### src/rtl/morse_stream_decoder.sv
`default_nettype none
// ============================================================================
// Module      : morse_stream_decoder
// Description : Decodes a 2-bit Morse symbol stream into character codes
//               (A-Z, 0-9, word space, error) and buffers them in a small
//               FIFO with a valid/ack handshake toward the display side.
// Revision    : 1.0 - initial release
// ============================================================================
module morse_stream_decoder #(
    parameter int MAX_LEN    = 5,
    parameter int FIFO_DEPTH = 4
) (
    input  logic       clk,
    input  logic       rst,
    input  logic [1:0] serial_in,
    input  logic       update,
    output logic       in_ready,
    output logic [5:0] char_out,
    output logic       char_valid,
    input  logic       char_ack,
    output logic       overrun
);

    localparam int         c_LEN_W      = $clog2(MAX_LEN + 1);
    localparam int         c_PTR_W      = $clog2(FIFO_DEPTH);
    localparam logic [5:0] c_CODE_SPACE = 6'd37;
    localparam logic [5:0] c_CODE_ERR   = 6'd63;

    // Character accumulator and word-space tracking
    logic [c_LEN_W-1:0] r_len;
    logic [MAX_LEN-1:0] r_pattern;
    logic               r_ovf;
    logic               r_space_pend;
    logic               r_char_since_space;
    logic               r_overrun;

    // Output FIFO
    logic [5:0]         r_mem [FIFO_DEPTH];
    logic [c_PTR_W-1:0] r_wr_ptr;
    logic [c_PTR_W-1:0] r_rd_ptr;
    logic [c_PTR_W:0]   r_count;

    logic       w_full;
    logic       w_empty;
    logic       w_accept;
    logic       w_has_elem;
    logic       w_push_char;
    logic       w_push_space;
    logic       w_push;
    logic       w_pop;
    logic [5:0] w_code;
    logic [5:0] w_push_data;

    assign w_full       = (r_count == (c_PTR_W + 1)'(FIFO_DEPTH));
    assign w_empty      = (r_count == '0);
    assign w_accept     = update & in_ready;
    assign w_has_elem   = (r_len != '0);
    // Both space kinds (11 and 10) close a pending character
    assign w_push_char  = w_accept & serial_in[1] & w_has_elem;
    // Space push never collides with a character push: in_ready is low while pending
    assign w_push_space = r_space_pend & ~w_full;
    assign w_push       = w_push_char | w_push_space;
    assign w_push_data  = w_push_space ? c_CODE_SPACE : w_code;
    assign w_pop        = char_ack & ~w_empty;

    assign in_ready   = ~w_full & ~r_space_pend;
    assign char_valid = ~w_empty;
    assign char_out   = w_empty ? 6'd0 : r_mem[r_rd_ptr];
    assign overrun    = r_overrun;

    // Pattern lookup: low r_len bits of r_pattern, first element in the MSB
    always_comb begin
        w_code = c_CODE_ERR;
        if (!r_ovf && (r_len <= c_LEN_W'(5))) begin
            case (r_len)
                c_LEN_W'(1): w_code = r_pattern[0] ? 6'd20 : 6'd5;
                c_LEN_W'(2): begin
                    case (r_pattern[1:0])
                        2'b00: w_code = 6'd9;   // I
                        2'b01: w_code = 6'd1;   // A
                        2'b10: w_code = 6'd14;  // N
                        2'b11: w_code = 6'd13;  // M
                    endcase
                end
                c_LEN_W'(3): begin
                    case (r_pattern[2:0])
                        3'b000: w_code = 6'd19; // S
                        3'b001: w_code = 6'd21; // U
                        3'b010: w_code = 6'd18; // R
                        3'b011: w_code = 6'd23; // W
                        3'b100: w_code = 6'd4;  // D
                        3'b101: w_code = 6'd11; // K
                        3'b110: w_code = 6'd7;  // G
                        3'b111: w_code = 6'd15; // O
                    endcase
                end
                c_LEN_W'(4): begin
                    case (r_pattern[3:0])
                        4'b0000: w_code = 6'd8;  // H
                        4'b0001: w_code = 6'd22; // V
                        4'b0010: w_code = 6'd6;  // F
                        4'b0100: w_code = 6'd12; // L
                        4'b0110: w_code = 6'd16; // P
                        4'b0111: w_code = 6'd10; // J
                        4'b1000: w_code = 6'd2;  // B
                        4'b1001: w_code = 6'd24; // X
                        4'b1010: w_code = 6'd3;  // C
                        4'b1011: w_code = 6'd25; // Y
                        4'b1100: w_code = 6'd26; // Z
                        4'b1101: w_code = 6'd17; // Q
                        default: w_code = c_CODE_ERR;
                    endcase
                end
                c_LEN_W'(5): begin
                    case (r_pattern[4:0])
                        5'b11111: w_code = 6'd27; // 0
                        5'b01111: w_code = 6'd28; // 1
                        5'b00111: w_code = 6'd29; // 2
                        5'b00011: w_code = 6'd30; // 3
                        5'b00001: w_code = 6'd31; // 4
                        5'b00000: w_code = 6'd32; // 5
                        5'b10000: w_code = 6'd33; // 6
                        5'b11000: w_code = 6'd34; // 7
                        5'b11100: w_code = 6'd35; // 8
                        5'b11110: w_code = 6'd36; // 9
                        default:  w_code = c_CODE_ERR;
                    endcase
                end
                default: w_code = c_CODE_ERR;
            endcase
        end
    end

    // Accumulate dots/dashes; any space symbol clears the character
    always_ff @(posedge clk) begin
        if (rst) begin
            r_len     <= '0;
            r_pattern <= '0;
            r_ovf     <= 1'b0;
        end else if (w_accept) begin
            if (!serial_in[1]) begin
                if (r_len < c_LEN_W'(MAX_LEN)) begin
                    r_pattern <= (r_pattern << 1) | {{(MAX_LEN-1){1'b0}}, serial_in[0]};
                    r_len     <= r_len + c_LEN_W'(1);
                end else begin
                    r_ovf <= 1'b1;
                end
            end else begin
                r_len     <= '0;
                r_pattern <= '0;
                r_ovf     <= 1'b0;
            end
        end
    end

    // Word-space request: only after a real character since the previous space
    always_ff @(posedge clk) begin
        if (rst) begin
            r_space_pend       <= 1'b0;
            r_char_since_space <= 1'b0;
        end else begin
            if (w_push_space) begin
                r_space_pend <= 1'b0;
            end
            if (w_accept && serial_in[1]) begin
                if (!serial_in[0]) begin
                    if (r_char_since_space || w_has_elem) begin
                        r_space_pend       <= 1'b1;
                        r_char_since_space <= 1'b0;
                    end
                end else if (w_has_elem) begin
                    r_char_since_space <= 1'b1;
                end
            end
        end
    end

    // Sticky flag for updates offered while the block was not ready
    always_ff @(posedge clk) begin
        if (rst) begin
            r_overrun <= 1'b0;
        end else if (update && !in_ready) begin
            r_overrun <= 1'b1;
        end
    end

    // FIFO pointers and occupancy; pointers wrap naturally (power-of-two depth)
    always_ff @(posedge clk) begin
        if (rst) begin
            r_wr_ptr <= '0;
            r_rd_ptr <= '0;
            r_count  <= '0;
        end else begin
            if (w_push) begin
                r_wr_ptr <= r_wr_ptr + c_PTR_W'(1);
            end
            if (w_pop) begin
                r_rd_ptr <= r_rd_ptr + c_PTR_W'(1);
            end
            case ({w_push, w_pop})
                2'b10:   r_count <= r_count + (c_PTR_W + 1)'(1);
                2'b01:   r_count <= r_count - (c_PTR_W + 1)'(1);
                default: r_count <= r_count;
            endcase
        end
    end

    // FIFO storage; contents are don't-care while empty, so no reset is needed
    always_ff @(posedge clk) begin
        if (w_push) begin
            r_mem[r_wr_ptr] <= w_push_data;
        end
    end

endmodule
`default_nettype wire

### config.mk
export PLATFORM = sky130hd
export DESIGN_NAME = morse_stream_decoder
export DESIGN_NICKNAME = d
export VERILOG_FILES = /design/src/rtl/morse_stream_decoder.sv
export SDC_FILE = /design/constraint.sdc
export NUM_CORES = 1
export LEC_CHECK = 0
export ABC_AREA = 0
export CORE_UTILIZATION = 60
export CTS_BUF_LIST = sky130_fd_sc_hd__clkbuf_8
export CTS_CLUSTER_SIZE = 20
export DETAILED_ROUTE_END_ITERATION = 8
export DONT_BUFFER_PORTS = 1
export PLACE_DENSITY = 0.76
export SYNTH_ARGS = -nofsm -noshare
export SYNTH_HDL_FRONTEND = slang
export SYNTH_SLANG_ARGS = --single-unit
### constraint.sdc
create_clock -name clk -period 3.7 [get_ports clk]
set_input_delay 1.11 -clock clk [delete_from_list [all_inputs] [get_ports clk]]
set_output_delay 1.11 -clock clk [all_outputs]
set_load 0.005 [all_outputs]
==> results.sh, run 1 <==
# physical design summary
export IMPL_critPathBufInv=2
export IMPL_grt_pass1_wl_mm=9.94
export IMPL_fillers=384
export IMPL_gp_congestion=0.841
export IMPL_drv_slew=0
export IMPL_whs_ps=461
export IMPL_cp_slowest_cell="dfxtp_1"
export IMPL_common_cells="dfxtp_1, edfxtp_1, nor2_1, inv_1, ha_1"
export IMPL_fin_ws_ps=773
export IMPL_ant_nets=0
export IMPL_edf_count=24
export IMPL_drt_iter0_drc=129
export IMPL_critPathLaunchType="flop"
export IMPL_core_mm2=0.00488
export IMPL_synth_flops=61
export IMPL_cellPowerDensity_mw_per_mm2=420
export IMPL_htreeDepth=3
export IMPL_ys_warn_count=0
export IMPL_synth_seq_share=0.466
export IMPL_crit_fanout=6
export IMPL_antenna_found_initial=0
export IMPL_initCoreUtil=0.643
export IMPL_synth_main_ff_cell="dfxtp_1"
export IMPL_drt_pre_antenna_iters=5
export IMPL_comb_area_mm2=0.00152
export IMPL_critPathMaxStageDelay_ps=470
export IMPL_top_area_frac=0.236
export IMPL_fin_cells=365
export IMPL_drc=0
export IMPL_post_synth_cell_area_avg_um2=10.7
export IMPL_die_area_mm2=0.00552
export IMPL_p_leak_nw=1.20
export IMPL_grt_max_degree=30
export IMPL_portBuffers=0
export IMPL_syn_to_final_growth_pct=7.06
export IMPL_grt_setup_unrepaired="no"
export IMPL_cts_hold_buf=0
export IMPL_cts_setup_buffers=0
export IMPL_syn_nets=319
export IMPL_cts_clk_slew_worst_paths_ps=60
export IMPL_nNetsFinal=319
export IMPL_outcome="finished, final reports clean"
export IMPL_drv_cap=0
export IMPL_max_slew_margin_rel=0.538
export IMPL_syn_cell_area_mm2=0.00314
export IMPL_path_delay_family="AND-OR/OR-AND gates"
export IMPL_die_x_um=74.3
export IMPL_gr_total_overflow=0
export IMPL_critPathKind="reg -> reg"
export IMPL_hold_path_class="reg -> reg"
export IMPL_worstPathCellList="inv_1 > ha_1 > a21oi_1 > o211a_1 > mux2i_1 > nor2_1 > inv_1 > ha_1 > nor3b_1 > a211oi_2"
export IMPL_numCtsBuffers=9
export IMPL_synthDistinctLibCells=57
export IMPL_die_height_um=74.3
export IMPL_setup_viol=0
export IMPL_total_power_mw=1.41
export IMPL_worst_pin_slew_ps=691
export IMPL_clockRootBuffer="clkbuf_8"
export IMPL_utilization=0.688
export IMPL_n_antenna_cell=0
export IMPL_final_area_mm2=0.00336
export IMPL_dpl_cell_area_mm2=0.00317
export IMPL_synthMostInstantiatedCell="dfxtp_1"
export IMPL_ir_drop_mv=0.171
export IMPL_ctsResizeCount=0
export IMPL_dp_slack_ps=605
export IMPL_insertion_delay_ps=330
export IMPL_dp_cells=349
export IMPL_fin_tns_setup_ps=0
export IMPL_clk_path_buf_depth=2
export IMPL_cp_required_ps=3900
export IMPL_cts_num_sinks=61
export IMPL_vias_per_cell=5.88
export IMPL_synthTopCellsByArea="dfxtp_1, edfxtp_1, ha_1, mux4_2, mux2i_1"
export IMPL_arrival_ps=3120
export IMPL_hold_violations=0
export IMPL_finClkSkew_ps=5.51
export IMPL_synth_chip_area_mm2=0.00314
export IMPL_dp_final_hpwl_mm=4.38
export IMPL_synthCells=293
export IMPL_fin_crit_ps=2930
export IMPL_tool_warnings=39
export IMPL_rows=25
export IMPL_end_kind="flop"
export IMPL_async_flop_share=0
export IMPL_seqCellArea_mm2=0.00146
export IMPL_fmax_ghz=0.342
## run 1: layout make-up
cell class                 instances  share of cell area
multi-input combinational        197               0.453
sequential                        61               0.435
clock inverter                     6              0.0160
inverter                          22              0.0253
tap                               67              0.0250
clock buffer                      10              0.0410
timing repair buffer               2             0.00447
## run 1: path summary, 6_finish.rpt
path	from	endpoint	slack, ps	cells after the start
hold / removal	overrun	overrun	460	2
setup / recovery	r_len[1]	flop	770	10
setup reg to reg	r_len[1]	flop	770	10
hold reg to reg	overrun	overrun	460	2
## run 1: placed cells by master, fill, tap and decap left out, types with 6 or more instances in the layout
master,instances
a21oi_1,15
a31oi_1,7
and2_1,13
clkbuf_8,10
dfxtp_1,37
edfxtp_1,24
ha_1,19
inv_1,23
mux2i_1,9
mux4_2,6
nand2_1,15
nand3_1,7
nor2_1,24
nor2b_1,10
o21ai_0,7
## run 1: per-layer routing
metal / share of wire / GRT usage / vias to the layer above / wire length (µm)
li1: - / - / 1066 / -
met1: 0.45 / 0.300 / 1016 / 2670
met2: 0.49 / 0.424 / 54 / 2910
met3: 0.038 / 0.0515 / 10 / 227
met4: 0.017 / 0.117 / 0 / 100
met5: 0 / 0 / - / 0
## run 1: power by group
part | internal [mW] | leakage [nW] | switching, mW
clock | 0.322 | 0.109 | 0.238
combinational | 0.0515 | 0.587 | 0.0668
sequential | 0.717 | 0.505 | 0.0158
total | 1.09 | 1.20 | 0.320
## run 1: tightest hold or removal path: cells and delay by family (launching register included)
| kind | cells | cell delay, ps |
|---|---|---|
| DFF | 1 | 320 |
| AOI/OAI and AO/OA | 1 | 50 |
| buffers and inverters | 1 | 50 |
## run 1: logic make-up after synthesis
logic type	share of synthesized area
compound gates	0.155
xor+xnor	0.0168
fa+ha+maj	0.0822
buf+inv	0.0491
flops	0.466
mux	0.0838
simple gates	0.147
run_1/layer_met1.png
Supply wires on this layer in grey.
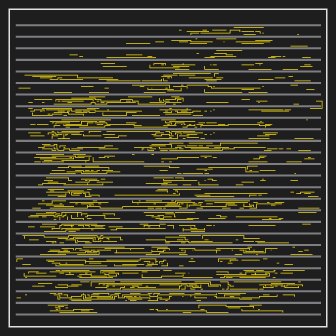
nets with wire on the layer: 287
wire length on this layer: 2670 µm
M1 GR Usage: 0.300
Via Count: 2146
Post-Route WL: 5.92 mm

run_1/wires.png
Two of the layers only.
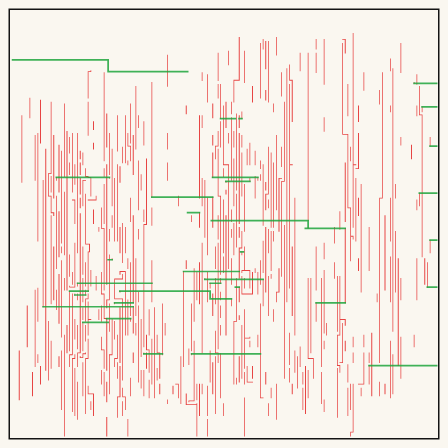
[green] metal 3 | wire length: 228 µm
[red] metal 2 | wire length: 2910 µm
wire per inst: 16.2 µm
Overall Global Routing Usage: 0.248

run_1/io_fan.png
Scale bar: 20 µm.
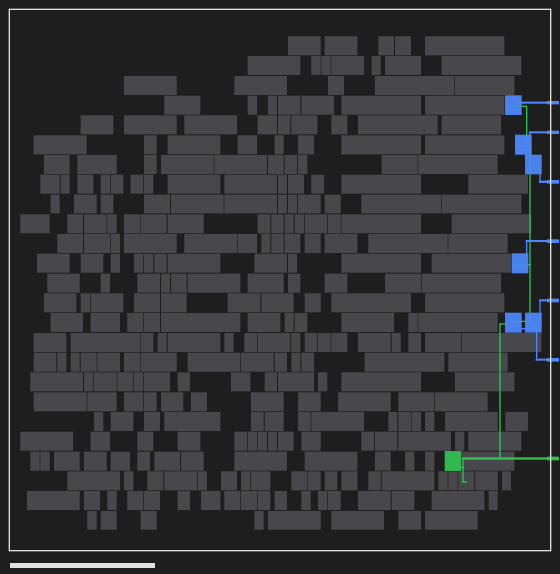
[blue] char_out | bits: 6 | direction: output | edge: east | end cells: 6 | buffers: 0 | wire: 26.9 µm
[green] char_valid | bits: 1 | direction: output | edge: east | end cells: 1 | buffers: 0 | wire: 75.8 µm

run_1/clocks.png
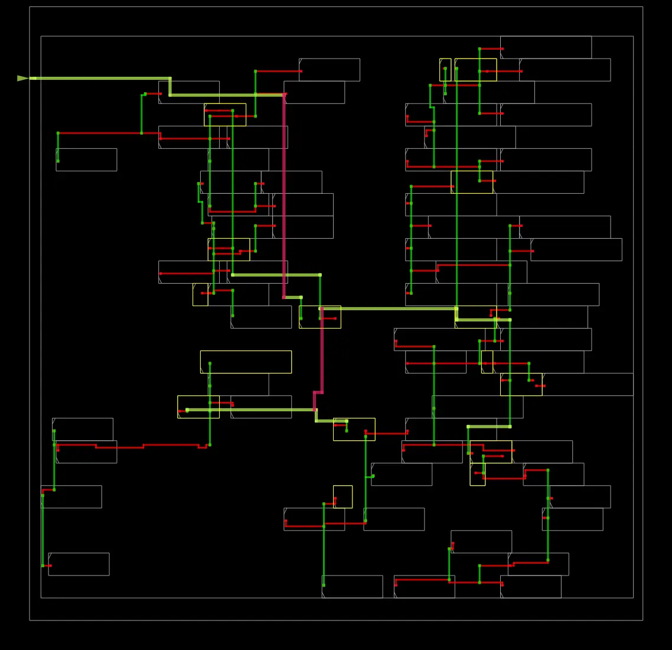

--- run 2 (diff from run 1) ---
clock period = 3 ns   (was 3.7 ns; I/O delays follow)
run_2/clocks.png
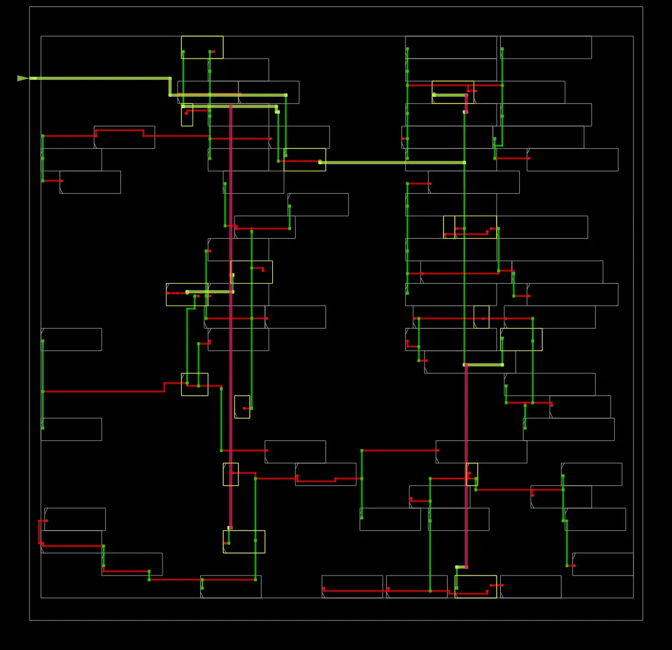
Sink Count: 61
clkbuf count: 9
Clk. pwr: 0.591 mW
seq_cells: 61
clk_skew: 7.33 ps

==> results.sh, run 2 <==
# physical design summary
export IMPL_max_slew_margin_rel=0.553
export IMPL_post_synth_cell_area_avg_um2=10.7
export IMPL_edf_count=24
export IMPL_whs_ps=469
export IMPL_critPathKind="reg -> reg"
export IMPL_final_area_mm2=0.00336
export IMPL_ys_warn_count=0
export IMPL_total_power_mw=1.64
export IMPL_syn_nets=319
export IMPL_cellPowerDensity_mw_per_mm2=489
export IMPL_die_height_um=74.3
export IMPL_die_x_um=74.3
export IMPL_synthTopCellsByArea="dfxtp_1, edfxtp_1, ha_1, mux4_2, mux2i_1"
export IMPL_tool_warnings=39
export IMPL_fin_ws_ps=262
export IMPL_top_area_frac=0.236
export IMPL_crit_fanout=7
export IMPL_insertion_delay_ps=340
export IMPL_grt_usage=0.249
export IMPL_outcome="finished, final reports clean"
export IMPL_gr_total_overflow=0
export IMPL_p_int_mw=1.24
export IMPL_drt_pre_antenna_iters=5
export IMPL_grt_setup_unrepaired="no"
export IMPL_cts_hold_buf=0
export IMPL_power_frac_comb=0.091
export IMPL_critPathLaunchType="flop"
export IMPL_p_clk_frac=0.359
export IMPL_worst_pin_slew_ps=671
export IMPL_fillers=384
export IMPL_drc=0
export IMPL_hold_path_class="reg -> reg"
export IMPL_fmax_ghz=0.365
export IMPL_arrival_ps=3010
export IMPL_drt_iter0_drc=93
export IMPL_n_antenna_cell=0
export IMPL_wl_mm=6.01
export IMPL_ir_drop_mv=0.259
export IMPL_numCtsBuffers=9
export IMPL_async_flop_share=0
export IMPL_grt_pass1_wl_mm=10.0
export IMPL_gp_congestion=0.921
export IMPL_dp_final_hpwl_mm=4.42
export IMPL_nNetsFinal=324
export IMPL_synth_chip_area_mm2=0.00314
export IMPL_htreeDepth=3
export IMPL_synthMostInstantiatedCell="dfxtp_1"
export IMPL_dp_slack_ps=197
export IMPL_routedWlPerCell_um=16.2
export IMPL_worstPathCellList="or3b_4 > and2_1 > a31o_2 > inv_1 > ha_1 > inv_1 > fa_1 > xor2_1 > or3_1 > a21oi_1"
export IMPL_synthDistinctLibCells=57
export IMPL_fin_tns_setup_ps=0
export IMPL_ant_nets=0
export IMPL_cts_clk_slew_worst_paths_ps=70
export IMPL_cp_slowest_cell="or3b_4"
export IMPL_die_area_mm2=0.00552
export IMPL_hold_violations=0
export IMPL_antenna_found_initial=0
export IMPL_lay_top_count="dfxtp_1"
export IMPL_core_mm2=0.00488
export IMPL_syn_cell_area_mm2=0.00314
export IMPL_clk_path_buf_depth=2
export IMPL_cts_setup_buffers=0
export IMPL_p_leak_nw=1.21
export IMPL_fin_crit_ps=2740
export IMPL_setup_viol=0
export IMPL_grt_max_degree=30
export IMPL_seqCellArea_mm2=0.00146
export IMPL_synth_seq_share=0.466
export IMPL_dpl_cell_area_mm2=0.00320
export IMPL_dp_cells=354
export IMPL_switching_share=0.247
export IMPL_vias_per_cell=5.98
export IMPL_common_cells="dfxtp_1, edfxtp_1, nor2_1, inv_1, ha_1"
export IMPL_utilization=0.689
export IMPL_seq_power_share=0.550
export IMPL_rows=25
export IMPL_comb_area_mm2=0.00152
export IMPL_cp_required_ps=3270
export IMPL_synthCells=293
run 2: cell counts after synthesis:
Identical to the previous run, type by type.
run 2: worst paths after layout:
kind	startpoint	endpoint	slack, ps	depth (start not counted)
setup / recovery	r_count[2]	r_count[2]	260	10
setup reg to reg	r_count[2]	r_count[2]	260	10
hold / removal	overrun	overrun	470	2
hold reg to reg	overrun	overrun	470	2
run 2: power groups by stage:
stage	clock network, mW	logic, mW	registers, mW
finish	0.591	0.150	0.904
global route	0.641	0.170	0.907
CTS	0.607	0.150	0.904
detailed placement	0	0.149	0.922
global placement	0	0.144	0.921
floorplan	0	0.132	0.913
run 2: cell type report:
| cell class | instances | area share |
|---|---|---|
| sequential | 61 | 0.434 |
| inverter | 22 | 0.0253 |
| timing repair buffer | 7 | 0.0156 |
| clock buffer | 9 | 0.0368 |
| tap | 67 | 0.0249 |
| multi-input combinational | 197 | 0.453 |
| clock inverter | 7 | 0.0104 |
run 2: kinds of logic after synthesis:
family | count (synthesis) | share of synthesized area
fa+ha+maj | 20 | 0.0822
simple gates | 89 | 0.147
mux | 18 | 0.0838
xor+xnor | 6 | 0.0168
buf+inv | 35 | 0.0491
flops | 61 | 0.466
compound gates | 64 | 0.155
run 2: routing by layer:
metal / GRT usage / up-vias / share of wire
met3: 0.0528 / 13 / 0.035
li1: - / 1076 / -
met2: 0.407 / 58 / 0.49
met4: 0.138 / 0 / 0.022
met1: 0.309 / 1065 / 0.45
met5: 0 / - / 0
run 2: critical path: cells and delay by family, from the launching register on:
| kind | cells | cell delay [ps] |
|---|---|---|
| buf+inv | 2 | 130 |
| compound gates | 2 | 430 |
| xor+xnor | 1 | 160 |
| flops | 1 | 380 |
| fa+ha+maj | 2 | 580 |
| simple gates | 3 | 990 |
Power figures rest on the tool's default switching activity, not on a simulated workload.
